==> config.mk <==
export PLATFORM = sky130hd
export DESIGN_NAME = wb_deserializer_flat
export DESIGN_NICKNAME = d
export VERILOG_FILES = /design/src/rtl/wb_deserializer_pkg.sv /design/src/rtl/wb_deserializer_if.sv /design/src/rtl/wb_deserializer_core.sv /design/src/rtl/wb_deserializer.sv /design/src/flat_wrapper.sv
export SDC_FILE = /design/constraint.sdc
export NUM_CORES = 1
export LEC_CHECK = 0
export ABC_AREA = 0
export CAP_MARGIN = 40
export CORE_ASPECT_RATIO = 0.9
export CORE_MARGIN = 5
export CORE_UTILIZATION = 45
export DETAILED_ROUTE_END_ITERATION = 12
export PLACE_DENSITY = 0.77
export SLEW_MARGIN = 20
export SYNTH_ARGS = -nofsm -noshare
export SYNTH_HDL_FRONTEND = slang
export SYNTH_SLANG_ARGS = --single-unit
==> constraint.sdc <==
create_clock -name clk_i -period 4.33 [get_ports clk_i]
set_clock_uncertainty 0.2 [all_clocks]
set_input_delay 0.866 -clock clk_i [delete_from_list [all_inputs] [get_ports clk_i]]
set_output_delay 0.866 -clock clk_i [all_outputs]
set_load 0.05 [all_outputs]
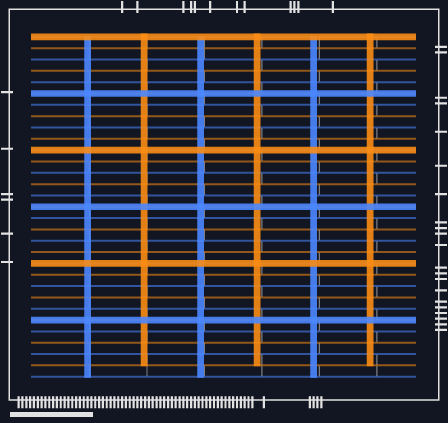
Fig. 1. Floorplan with the power grid.
Bar = 20 µm. Pins as bars on the die edge. Tap cells in grey.
colour	net
blue	VSS
orange	VDD
tap cells	96
met4 straps	6
met5 straps	6
met1 rails	31
worst vdd ir: 0.000225 V
Die W: 103 µm

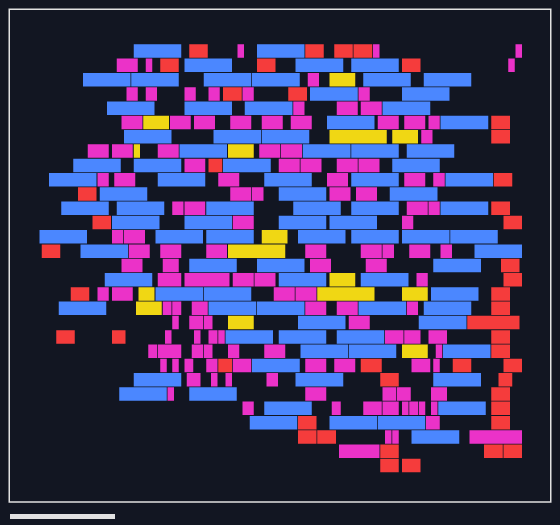
Fig. 2. Placement by cell class.
Bar = 20 µm.
colour	class	cells
magenta	all other logic	130
red	other buffers and delay cells	45
blue	flip-flops	91
yellow	clock drivers and dummy loads	15
core area: 7540 µm²
sequential share of cell area: 0.540
row cnt: 30
final instance area: 4220 µm²
Final Util: 0.559

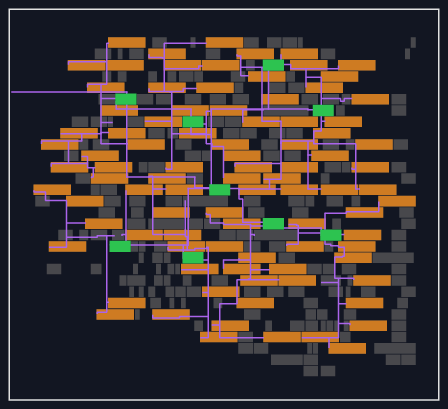
Fig. 3. Clock distribution.
[purple] clock wires | length: 1,000 µm
[orange] flip-flops | count: 91
[green] cells driving clock nets | count: 9
routed clock nets	10
clock power share: 0.359
worst-skew pair later-pin latency: 0.35 ns
Clk power: 0.676 mW

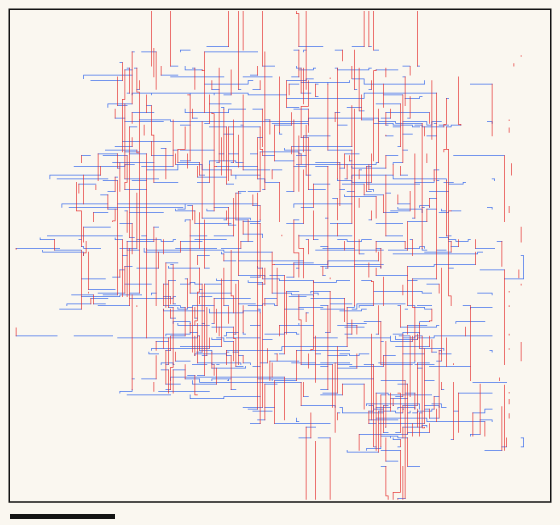
Fig. 4. Routed metal, one colour a layer.
Bar = 20 µm. Two of the layers only.
colour	layer	wire length
red	met2	2,660 µm
blue	met1	2,380 µm
wire per inst: 14.5 µm
GR Util All Layers: 0.127
drt total wl: 5450 µm
total number of vias: 1,863

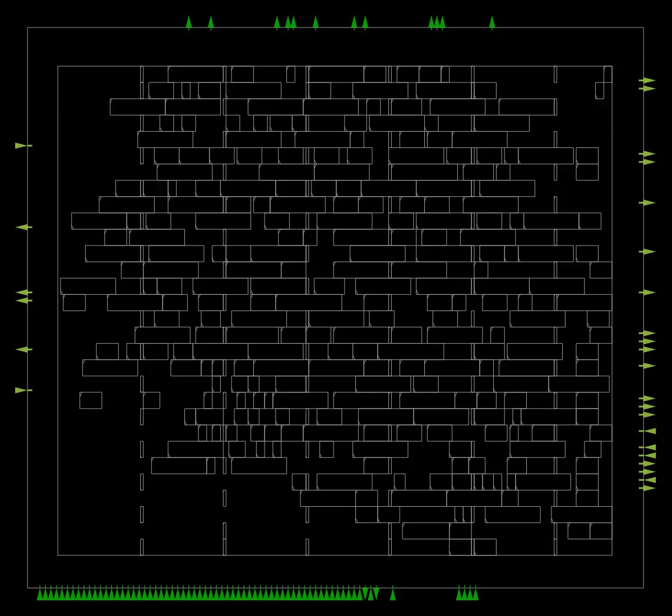
Fig. 5. Placement view.
Tap Cells: 96
flop count: 91
Final Non-Filler Cells: 377
Filler Cell Count: 607

==> results.txt <==
yosys + openroad results -> status complete, no violations, footprint of the multi-input gates 1110 µm², Dominant Register Cell dfrtp_1, placed cell count 362, fin crit share 0.621, Post-DRT Antenna Nets 0, Vias per Instance 4.94, Crit path depth 6, total number of yosys warnings 0, clk slew on worst S/H paths 0.08 ns, mi-comb count 127, Slew Limit Fails 0, ys async rst share 1.00, Top delay family on crit path buffers and inverters, Iter 0 DRT Violations 26, first-pass GRT wire length 9470 µm, Cell Type Count 33, critical path endpoint category register, Max-area cell share 0.653, NetSw 0.428 mW, CP required 4.36 ns, Worst EP arrival 2.72 ns, logic share of the area 0.263, CP max-delay cell clkdlybuf4s50_1, Tightest Pin Transition 0.566 ns, DRC viols 0, TritonCTS clock tree yes, Seq group 1.03 mW, Max stage delay on crit path 0.46 ns, leakage power 2.00 nW, Num CTS Buffers 9, FP Util 0.462, IO Pins 106, clock sinks 91, Biggest Area Class sequential cells, critical path class in2reg, P_int 1.46 mW, # resized after CTS 0, ys cells 232, gpl congestion 0.731, hold slack 0.187 ns, count of library flops with an enable pin 0, deepest clock path buffer count 2, most frequent cell after synthesis dfrtp_1, Final #Nets 350, NonClk Buf Share 0.109, HP Class in2async, Synth Area in Compound Gates 0.0262, Synth flops 91, share of cells above drive strength 1 0.285, comb area leader multiplexers, Post-CTS Setup Bufs 0, Netlist Area Pre-Place 3490 µm², # setup viols final 0, xor/xnor share 0.00251, Root Driver clkbuf_8, cell chain of the critical path clkdlybuf4s50_1, buf_4, nand2_1, nor2_2, buf_4, mux2_2, combinational share of power 0.093, total power 1.88 mW, Comb. pwr 0.175 mW, Fin Setup TNS 0 ns, Slew headroom 0.620, max cap viols 0, Final min period 2.69 ns, Switching Fraction 0.227, drt pass-1 iters 3, largest net degree at the start of global routing 54, Biggest consumer sequential cells, initial antenna violation count 0, CP bufs+invs 3, area reported by Yosys stat 3490 µm², and+or+nand+nor area frac 0.0966, layout clock buffer count 11, mux share 0.180, placed cell area 3980 µm², top cells by count, synth dfrtp_1, mux2_2, and2_1
## routing by layer
| layer | track usage | part of all wire | vias up |
|---|---|---|---|
| li1 | - | - | 868 |
| met1 | 0.161 | 0.44 | 947 |
| met2 | 0.199 | 0.49 | 39 |
| met3 | 0.0522 | 0.064 | 9 |
| met4 | 0.0356 | 0.012 | 0 |
| met5 | 0 | 0 | - |
## cells in the final DEF, fill, tap and decap left out, types with 2 or more instances in the layout
master and n:
buf_4 4, nand2b_1 2, o21ai_0 4, ha_1 2
mux2i_1 3, or4_1 2, dfrtp_1 91, clkdlybuf4s50_1 39
bufinv_16 3, clkbuf_8 10, and2_1 24, nor2_1 7
conb_1 5, mux2_2 53, nand2_1 6, inv_1 3
a21oi_1 2, nand3_1 3
Power figures rest on the tool's default switching activity, not on a simulated workload.
